`config.mk`:
```
export PLATFORM = sky130hd
export DESIGN_NAME = pulse_cmd_regbank
export DESIGN_NICKNAME = d
export VERILOG_FILES = /design/src/rtl/pulse_cmd_regbank.sv
export SDC_FILE = /design/constraint.sdc
export NUM_CORES = 1
export LEC_CHECK = 0
export ABC_AREA = 1
export CAP_MARGIN = 20
export CELL_PAD_IN_SITES_DETAIL_PLACEMENT = 0
export CELL_PAD_IN_SITES_GLOBAL_PLACEMENT = 2
export CORE_MARGIN = 5
export CORE_UTILIZATION = 34
export DETAILED_ROUTE_END_ITERATION = 10
export PLACE_DENSITY_LB_ADDON = 0.1
export REMOVE_ABC_BUFFERS = 1
export SYNTH_ARGS = -nofsm -noshare
export SYNTH_HDL_FRONTEND = slang
export SYNTH_SLANG_ARGS = --single-unit
```
`constraint.sdc`:
```
create_clock -name clk -period 5.1 [get_ports clk]
set_clock_uncertainty 0.2 [all_clocks]
set_input_delay 0.765 -clock clk [delete_from_list [all_inputs] [get_ports clk]]
set_output_delay 0.765 -clock clk [all_outputs]
set_load 0.02 [all_outputs]
```
`src/rtl/pulse_cmd_regbank.sv`:
```
// pulse_cmd_regbank: framed UART command receiver feeding a bank of
// pulse-timing registers.
//
// A frame is PAYLOAD_BYTES payload bytes (LSB first) followed by one
// control byte: [6:0] = register address, [7] = read flag (reserved when
// readback is not built in). Every accepted frame writes one register and
// answers with a checksum byte: the payload sum mod 256, inverted when the
// address is rejected. Partial frames that stall longer than TIMEOUT_CYC
// idle cycles are dropped. Bytes arriving while the block is busy are
// dropped. Timeouts, dropped bytes and rejected addresses all count in a
// saturating error counter.
//
// Optional build macro: PULSE_REGBANK_READBACK_EN
//   When defined, a control byte with bit 7 set and a valid address is a
//   read. The block writes nothing and returns the register, zero-extended
//   to PAYLOAD_BYTES bytes, LSB first. Each byte uses its own
//   tx_start/tx_busy handshake.
module pulse_cmd_regbank #(
  parameter int DATA_W        = 32,
  parameter int PAYLOAD_BYTES = 4,
  parameter int NUM_REGS      = 8,
  parameter int TIMEOUT_CYC   = 2000000,
  parameter logic [NUM_REGS*DATA_W-1:0] RESET_VAL = {NUM_REGS*DATA_W{1'b0}}
) (
  input  logic                       clk,
  input  logic                       rst_n,
  input  logic                       rx_valid,
  input  logic [7:0]                 rx_byte,
  input  logic                       tx_busy,
  output logic                       tx_start,
  output logic [7:0]                 tx_byte,
  output logic [NUM_REGS*DATA_W-1:0] regs_flat,
  output logic [NUM_REGS-1:0]        upd_stb,
  output logic                       frame_done,
  output logic [7:0]                 err_cnt,
  output logic                       busy
);

`ifdef PULSE_REGBANK_READBACK_EN
  localparam bit READBACK_EN = 1'b1;
`else
  localparam bit READBACK_EN = 1'b0;
`endif

  localparam int PW    = 8 * PAYLOAD_BYTES;
  localparam int CNT_W = $clog2(PAYLOAD_BYTES + 1);
  localparam int IDX_W = (PAYLOAD_BYTES > 1) ? $clog2(PAYLOAD_BYTES) : 1;
  localparam int TMO_W = (TIMEOUT_CYC > 1) ? $clog2(TIMEOUT_CYC + 1) : 1;

  localparam logic [CNT_W-1:0] CNT_FULL = CNT_W'(PAYLOAD_BYTES);
  localparam logic [IDX_W-1:0] RD_LAST  = IDX_W'(PAYLOAD_BYTES - 1);
  // Counter value on which the next idle cycle expires the frame.
  localparam logic [TMO_W-1:0] TMO_LAST = TMO_W'((TIMEOUT_CYC > 0) ? (TIMEOUT_CYC - 1) : 0);

  typedef enum logic [1:0] {
    ST_RECV    = 2'd0,
    ST_EXEC    = 2'd1,
    ST_TX_REQ  = 2'd2,
    ST_TX_WAIT = 2'd3
  } state_e;

  state_e                       state_q;
  logic [CNT_W-1:0]             byte_cnt_q;
  logic [7:0]                   csum_q;
  logic [PW-1:0]                payload_q;
  logic [7:0]                   ctrl_q;
  logic [TMO_W-1:0]             tmo_q;
  logic [NUM_REGS*DATA_W-1:0]   regs_q;
  logic [NUM_REGS-1:0]          upd_stb_q;
  logic                         tx_start_q;
  logic [7:0]                   tx_byte_q;
  logic                         frame_done_q;
  logic [7:0]                   err_cnt_q;
  logic [7:0]                   err_cnt_d;
  logic                         busy_q;
  logic                         wait_skip_q;
  logic                         rd_mode_q;
  logic [IDX_W-1:0]             rd_idx_q;
  logic [PW-1:0]                rd_shift_q;

  logic [6:0]                   addr_s;
  logic                         addr_ok_s;
  logic                         wr_ok_s;
  logic                         rd_ok_s;
  logic                         tmo_hit_s;
  logic                         overrun_s;
  logic                         inval_s;
  logic                         err_evt_s;
  logic [DATA_W-1:0]            reg_rd_s;
  logic [PW-1:0]                rd_ext_s;

  // Address decode of the latched control byte.
  assign addr_s    = ctrl_q[6:0];
  assign addr_ok_s = ({25'd0, addr_s} < 32'(NUM_REGS));
  assign wr_ok_s   = addr_ok_s & ~ctrl_q[7];
  assign rd_ok_s   = READBACK_EN & addr_ok_s & ctrl_q[7];

  // Error sources. A byte arriving outside RECV is an overrun. A rejected
  // control byte counts only in EXEC.
  assign overrun_s = rx_valid & (state_q != ST_RECV);
  assign inval_s   = (state_q == ST_EXEC) & ~wr_ok_s & ~rd_ok_s;
  assign err_evt_s = overrun_s | tmo_hit_s | inval_s;

  // Read mux used by the readback response.
  always_comb begin
    reg_rd_s = {DATA_W{1'b0}};
    for (int i = 0; i < NUM_REGS; i++) begin
      if (addr_s == 7'(i)) begin
        reg_rd_s = regs_q[i*DATA_W +: DATA_W];
      end else begin
        reg_rd_s = reg_rd_s;
      end
    end
  end

  assign rd_ext_s = PW'(reg_rd_s);

  // Expiry of a stalled partial frame (never fires when TIMEOUT_CYC is 0).
  always_comb begin
    tmo_hit_s = 1'b0;
    if ((TIMEOUT_CYC != 0) && (state_q == ST_RECV) && !rx_valid &&
        (byte_cnt_q != {CNT_W{1'b0}}) && (tmo_q == TMO_LAST)) begin
      tmo_hit_s = 1'b1;
    end else begin
      tmo_hit_s = 1'b0;
    end
  end

  // Saturating error count; simultaneous events add one.
  always_comb begin
    err_cnt_d = err_cnt_q;
    if (err_evt_s && (err_cnt_q != 8'hFF)) begin
      err_cnt_d = err_cnt_q + 8'd1;
    end else begin
      err_cnt_d = err_cnt_q;
    end
  end

  // Idle-cycle counter; runs only while a partial frame is pending in RECV.
  always_ff @(posedge clk or negedge rst_n) begin
    if (!rst_n) begin
      tmo_q <= {TMO_W{1'b0}};
    end else if ((state_q != ST_RECV) || rx_valid ||
                 (byte_cnt_q == {CNT_W{1'b0}}) || tmo_hit_s) begin
      tmo_q <= {TMO_W{1'b0}};
    end else if (TIMEOUT_CYC != 0) begin
      tmo_q <= tmo_q + TMO_W'(1);
    end
  end

  // Error counter register.
  always_ff @(posedge clk or negedge rst_n) begin
    if (!rst_n) begin
      err_cnt_q <= 8'd0;
    end else begin
      err_cnt_q <= err_cnt_d;
    end
  end

  // Register bank: one write per accepted frame, with its update strobe
  // rising on the same edge as the new value.
  always_ff @(posedge clk or negedge rst_n) begin
    if (!rst_n) begin
      regs_q    <= RESET_VAL;
      upd_stb_q <= {NUM_REGS{1'b0}};
    end else begin
      upd_stb_q <= {NUM_REGS{1'b0}};
      if ((state_q == ST_EXEC) && wr_ok_s) begin
        for (int i = 0; i < NUM_REGS; i++) begin
          if (addr_s == 7'(i)) begin
            regs_q[i*DATA_W +: DATA_W] <= payload_q[DATA_W-1:0];
            upd_stb_q[i]               <= 1'b1;
          end
        end
      end
    end
  end

  // Frame sequencer: byte collection, response byte selection and the
  // transmitter handshake. tx_start and frame_done are single-cycle pulses.
  always_ff @(posedge clk or negedge rst_n) begin
    if (!rst_n) begin
      state_q      <= ST_RECV;
      byte_cnt_q   <= {CNT_W{1'b0}};
      csum_q       <= 8'd0;
      payload_q    <= {PW{1'b0}};
      ctrl_q       <= 8'd0;
      tx_start_q   <= 1'b0;
      tx_byte_q    <= 8'd0;
      frame_done_q <= 1'b0;
      busy_q       <= 1'b0;
      wait_skip_q  <= 1'b0;
      rd_mode_q    <= 1'b0;
      rd_idx_q     <= {IDX_W{1'b0}};
      rd_shift_q   <= {PW{1'b0}};
    end else begin
      tx_start_q   <= 1'b0;
      frame_done_q <= 1'b0;
      case (state_q)
        ST_RECV: begin
          if (rx_valid) begin
            if (byte_cnt_q == CNT_FULL) begin
              ctrl_q  <= rx_byte;
              state_q <= ST_EXEC;
              busy_q  <= 1'b1;
            end else begin
              for (int i = 0; i < PAYLOAD_BYTES; i++) begin
                if (byte_cnt_q == CNT_W'(i)) begin
                  payload_q[8*i +: 8] <= rx_byte;
                end
              end
              byte_cnt_q <= byte_cnt_q + CNT_W'(1);
              csum_q     <= csum_q + rx_byte;
            end
          end else if (tmo_hit_s) begin
            byte_cnt_q <= {CNT_W{1'b0}};
            csum_q     <= 8'd0;
          end
        end
        ST_EXEC: begin
          byte_cnt_q <= {CNT_W{1'b0}};
          csum_q     <= 8'd0;
          rd_idx_q   <= {IDX_W{1'b0}};
          state_q    <= ST_TX_REQ;
          if (rd_ok_s) begin
            rd_mode_q  <= 1'b1;
            tx_byte_q  <= rd_ext_s[7:0];
            rd_shift_q <= rd_ext_s >> 8;
          end else if (wr_ok_s) begin
            rd_mode_q <= 1'b0;
            tx_byte_q <= csum_q;
          end else begin
            rd_mode_q <= 1'b0;
            tx_byte_q <= ~csum_q;
          end
        end
        ST_TX_REQ: begin
          if (!tx_busy) begin
            tx_start_q  <= 1'b1;
            wait_skip_q <= 1'b1;
            state_q     <= ST_TX_WAIT;
          end
        end
        ST_TX_WAIT: begin
          // The transmitter may raise busy a cycle late, so the first cycle
          // after tx_start does not look at tx_busy.
          if (wait_skip_q) begin
            wait_skip_q <= 1'b0;
          end else if (!tx_busy) begin
            if (rd_mode_q && (rd_idx_q != RD_LAST)) begin
              rd_idx_q   <= rd_idx_q + IDX_W'(1);
              tx_byte_q  <= rd_shift_q[7:0];
              rd_shift_q <= rd_shift_q >> 8;
              state_q    <= ST_TX_REQ;
            end else begin
              frame_done_q <= 1'b1;
              rd_mode_q    <= 1'b0;
              busy_q       <= 1'b0;
              state_q      <= ST_RECV;
            end
          end
        end
        default: begin
          state_q <= ST_RECV;
          busy_q  <= 1'b0;
        end
      endcase
    end
  end

  assign tx_start   = tx_start_q;
  assign tx_byte    = tx_byte_q;
  assign regs_flat  = regs_q;
  assign upd_stb    = upd_stb_q;
  assign frame_done = frame_done_q;
  assign err_cnt    = err_cnt_q;
  assign busy       = busy_q;

endmodule

```
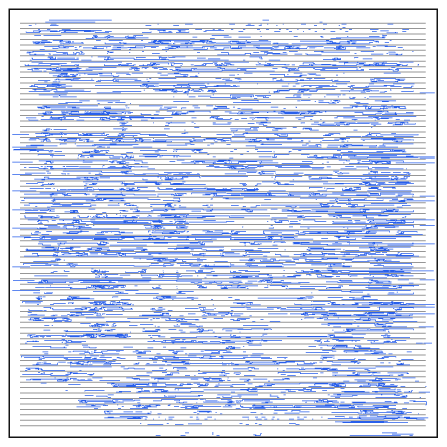
*Metal 1, run 1*
(2 px per µm) Supply wires on this layer in grey.
- wire length on this layer: 20.2 mm
- share of all routed wire: 47%
- nets with wire on the layer: 1636
- longest straight run: 62.1 µm
- main direction: horizontal
met1 usage: 27.3%
via count: 10783
DRT Wirelength: 43.4 mm

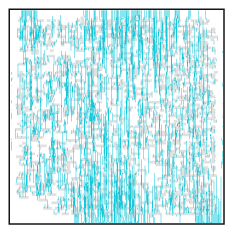
*Metal 2, run 1*
(1 px per µm)
- longest straight run: 88.7 µm
- share of all routed wire: 47%

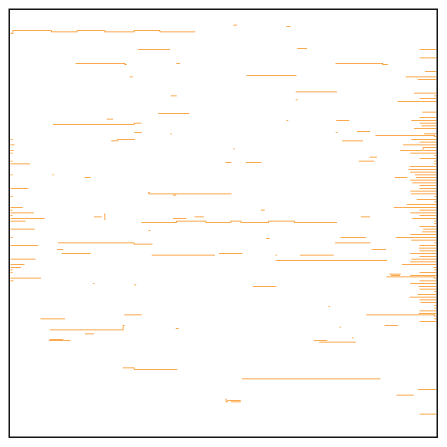
*M3 wires, run 1*
(2 px per µm)
- longest straight run: 69.0 µm
- share of all routed wire: 4.5%
- main direction: horizontal
- wire length on this layer: 1960 µm
met3 Use GR: 3.03%

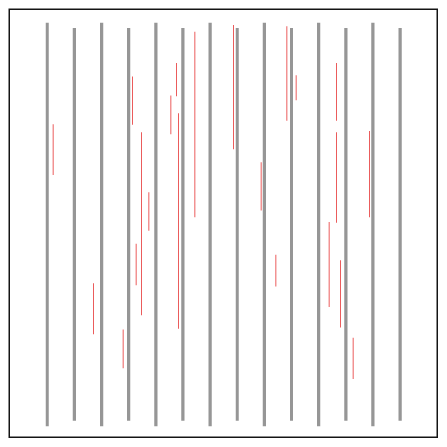
*The metal 4 layer, run 1*
(2 px per µm) Supply wires on this layer in grey.
- share of all routed wire: 1.9%
- wire length on this layer: 832 µm

==> job_summary.md, run 1 <==
## PnR job results

| Metric | Value |
|---|---|
| Initial antenna violation count | 0 |
| Hold Fails Final Rpt | 0 |
| Post-DP HPWL | 29.7 mm |
| Comb pwr | 0.00165 W |
| Post-synth regs | 358 |
| GRT Overall Usage | 18.9% |
| CP Cell Sequence | inv_1 -> ha_1 -> inv_1 -> nor2_8 -> nand4_1 -> buf_12 -> nand2_1 -> o21ai_0 |
| AO/OA Area Share | 12.3% |
| Critical Path Start Type | register |
| CP Capture Type | register |
| Synth Instances | 1450 |
| Yosys synthesis chip area | 14100 µm² |
| GPL Wtd Cong | 0.791 |
| Fin crit period | 2.94 ns |
| Rel. slew slack | 42.0% |
| Port Buffers | 294 |
| Critical Path AT | 3.15 ns |
| Synth Flop Type | dfrtp_1 |
| Placed cells | 2226 |
| Highest cell delay on the worst timing path | 0.68 ns |
| Logic area | 4390 µm² |
| Tot Pwr | 0.00794 W |
| Area contributors post-synth | dfrtp_1 64%, nand2_1 11%, o21ai_1 6.5% |
| FF-to-FF setup slack | 2.16 ns |
| Crit path max-delay cell type | nand4_1 |
| Final-layout clock-cell area share | 7.14% |
| Worst R2R Start | state_q[1] |
| Iter 0 DRT Violations | 749 |
| Xor+xnor area frac | 0.935% |
| P_int | 0.00544 W |
| Bufs w/o clock | 308 |
| Post-Layout Cell Count | 2303 |
| Register share of the cell area | 47.5% |
| Worst VDD drop | 0.202 mV |
| Worst endpoint required time | 5.31 ns |
| Power share of the clock group | 36.8% |
| Flop pwr share | 42.4% |
| Ys async rst share | 100% |
| Post-synth EDFFs | 0 |
| CTS tree | built |
| Power Clock | 0.00293 W |
| Tapcell count | 532 |
| Mux area share | 0% |
| Critical path fanouts, max | 47 |
| Hold depth | 1 |
| Cell Pwr Density | 421 nW/µm² |
| First-pass GRT wire length | 66.6 mm |
| TritonRoute pass-1 iters | 5 |
| Switching power | 0.00250 W |
| Status | completed |
| Comb power frac | 20.7% |
| Synth unique cells | 36 |
| Layout cells sized above 1 | 5.19% |
| Max Buffers Root-to-Sink | 3 |
| Top cells by count | 410 x nand2_1, 358 x dfrtp_1, 182 x o21ai_1 |
| Heaviest power group | registers |
| Signal buf overhead | 16.4% |
| N_diodes | 0 |
-- run 1: how the worst max path moves through the flow --
| stage | start | to | slack [ns] | cells past startpoint |
|---|---|---|---|---|
| after floorplan | state_q[1] | regs_flat[87] | 1.86 | 6 |
| after global placement | rx_valid | payload_q[8] | 2.09 | 5 |
| after detailed placement | rx_valid | payload_q[10] | 2.08 | 5 |
| after CTS | state_q[1] | regs_flat[88] | 2.14 | 8 |
| after global routing | state_q[1] | regs_flat[88] | 1.84 | 7 |
| final | state_q[1] | regs_flat[88] | 2.16 | 8 |
-- run 1: cells in the final DEF, fill, tap and decap left out, types with 6 or more instances in the layout --
master	count
xor2_1	9
dfrtp_1	358
o21ai_0	131
buf_4	10
xnor2_1	6
nand3_1	35
a21oi_1	17
clkdlybuf4s50_1	293
nand4_1	12
nor3_1	11
clkbuf_16	42
nand2_2	6
ha_1	19
inv_1	100
clkbuf_1	17
clkbuf_8	8
nand2_1	409
nor2_1	58
o21ai_1	182
-- run 1: metal layers --
layer / share of wire, % / vias to the layer above / GRT usage [%]
met3: 4.5 / 49 / 3.03
met1: 47 / 5180 / 27.3
li1: - / 5310 / -
met4: 1.9 / 0 / 5.09
met5: 0 / - / 0
met2: 47 / 244 / 29.8
-- run 1: critical path: cells and delay by family, from the launching register on --
kind,cells,cell delay (ns)
AND-OR/OR-AND,1,0.09
adder cells (fa/ha/maj),1,0.20
buffers and inverters,3,0.86
flip-flops,1,0.40
AND/OR/NAND/NOR,3,1.03
-- run 1: flip-flops by register name, summed over array words and instances (netlist names) --
register,cells
regs_flat,256
payload_q,32
tmo_q,21
csum_q,8
ctrl_q,8
err_cnt,8
tx_byte,8
upd_stb,8
byte_cnt_q,3
state_q,2
busy,1
frame_done,1
tx_start,1
wait_skip_q,1
## Run 2: what changed since run 1
--- a/config.mk
+++ b/config.mk
@@ -10,7 +10,7 @@
 export CELL_PAD_IN_SITES_DETAIL_PLACEMENT = 0
 export CELL_PAD_IN_SITES_GLOBAL_PLACEMENT = 2
 export CORE_MARGIN = 5
-export CORE_UTILIZATION = 34
+export CORE_UTILIZATION = 31
 export DETAILED_ROUTE_END_ITERATION = 10
 export PLACE_DENSITY_LB_ADDON = 0.1
 export REMOVE_ABC_BUFFERS = 1
==> constraint.sdc (replaced) <==
create_clock -name clk -period 2.76 [get_ports clk]
set_clock_uncertainty 0.2 [all_clocks]
set_input_delay 0.414 -clock clk [delete_from_list [all_inputs] [get_ports clk]]
set_output_delay 0.414 -clock clk [all_outputs]
set_load 0.02 [all_outputs]
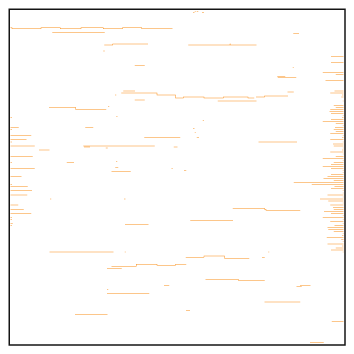
*M3 wires, run 2*
(1.5 px per µm)
met3 Use GR: 3.33%
DRT Wirelength: 44.6 mm

==> run 2 against run 1 <==
Effect of this change:
- first-iteration DRC count down 5.2%
- non-clock buffer count up 15
- final cell count up 3.5%
- combinational power up 85%
- global-route usage down 1.2 points
- register-to-register slack worse by 1.7 ns
- critical path depth unchanged
- utilization down 3.6 points
- critical path type unchanged
==> job_summary.md, run 2 <==
## PnR job results

| Metric | Value |
|---|---|
| Status | completed |
| Initial antenna violation count | 0 |
| Row count | 78 |
| TritonRoute pass-1 iters | 5 |
| Synth Flop Type | dfrtp_1 |
| Post-DP HPWL | 31.0 mm |
| Yosys synthesis chip area | 14100 µm² |
| Fin crit period | 2.34 ns |
| FF-to-FF setup slack | 0.42 ns |
| GRT Overall Usage | 17.7% |
| Ys async rst share | 100% |
| Power share of the clock group | 38.0% |
| CP Capture Type | register |
| First-pass GRT wire length | 68.8 mm |
| Layout cells sized above 1 | 6.56% |
| Switching power | 0.00465 W |
| CTS tree | built |
| Placed cells | 2309 |
| Area contributors post-synth | dfrtp_1 64%, nand2_1 11%, o21ai_1 6.5% |
| AO/OA Area Share | 12.3% |
| Post-synth EDFFs | 0 |
| TNS Setup | 0 ns |
| Cell Pwr Density | 780 nW/µm² |
| Synth Instances | 1450 |
| P_int | 0.0103 W |
| Worst VDD drop | 0.417 mV |
| WHS | 0.185 ns |
| Port Buffers | 294 |
| Hold Fails Final Rpt | 0 |
| Critical path fanouts, max | 12 |
| Crit path max-delay cell type | a21oi_2 |
| Iter 0 DRT Violations | 710 |
| Top cells excl fill/tap | 409 x nand2_1, 358 x dfrtp_1, 293 x clkdlybuf4s50_1 |
| Flop pwr share | 41.5% |
| Tot Pwr | 0.0150 W |
| Rel. slew slack | 56.8% |
| Worst endpoint required time | 3.06 ns |
| Worst R2R Start | state_q[1] |
| CP Launch Point | state_q[1] |
| Filler instances | 4507 |
| Critical Path AT | 2.64 ns |
| Avg Vias per Cell | 4.52 |
| Max reg flops | 256 |
| Synth unique cells | 36 |
| Comb power frac | 20.4% |
| Max Buffers Root-to-Sink | 3 |
| Xor+xnor area frac | 0.935% |
| Highest cell delay on the worst timing path | 0.51 ns |
| Top cells by count | 410 x nand2_1, 358 x dfrtp_1, 182 x o21ai_1 |
| Sw Share | 31.0% |
| Logic area | 4390 µm² |
| N_diodes | 0 |
| Via count | 10772 |
| Mux area share | 0% |
| Post-synth regs | 358 |
## run 2: power by group through the flow
stage	registers (W)	logic, W	clock network [W]
floorplan	0.00652	0.00149	0
global route	0.00630	0.00347	0.00612
global placement	0.00631	0.00312	0
finish	0.00622	0.00306	0.00570
CTS	0.00623	0.00315	0.00590
detailed placement	0.00632	0.00313	0
## run 2: final cells by class
| cell class | count | area share [%] |
|---|---|---|
| Inverter | 104 | 2.03 |
| Sequential cell | 358 | 46.6 |
| Tap cell | 600 | 3.91 |
| Clock inverter | 12 | 0.769 |
| Timing Repair Buffer | 323 | 17.1 |
| Multi-Input combinational cell | 925 | 22.9 |
| Clock buffer | 62 | 6.70 |
## run 2: worst max path at each step
stage | cells after the start | end | slack (ns)
final | 8 | csum_q[7] | 0.42
after global routing | 9 | err_cnt[2] | 0.17
after CTS | 8 | csum_q[6] | 0.39
after detailed placement | 9 | err_cnt[1] | 0.23
after global placement | 9 | err_cnt[0] | 0.30
after floorplan | 6 | regs_flat[87] | -0.48
## run 2: kinds of logic after synthesis
kind of cell	count (synthesis)
buffers and inverters	167
xor gates and xnor gates	15
and+or+nand+nor	550
AOI/OAI and AO/OA	340
adders and majority gates	20
DFF	358
## run 2: layer usage
| metal | GRT usage [%] | share of wire [%] | vias up |
|---|---|---|---|
| met4 | 4.62 | 2.3 | 0 |
| li1 | - | - | 5353 |
| met2 | 28.3 | 47 | 192 |
| met5 | 0 | 0 | - |
| met3 | 3.33 | 3.7 | 59 |
| met1 | 24.8 | 47 | 5168 |
## run 2: worst max-delay path, delay by kind of cell, from the launching register on
kind | cells | cell delay [ns]
compound gates | 2 | 0.83
fa+ha+maj | 1 | 0.20
buf+inv | 3 | 0.48
flops | 1 | 0.40
simple gates | 2 | 0.17
Power and IR drop assume default switching activity.
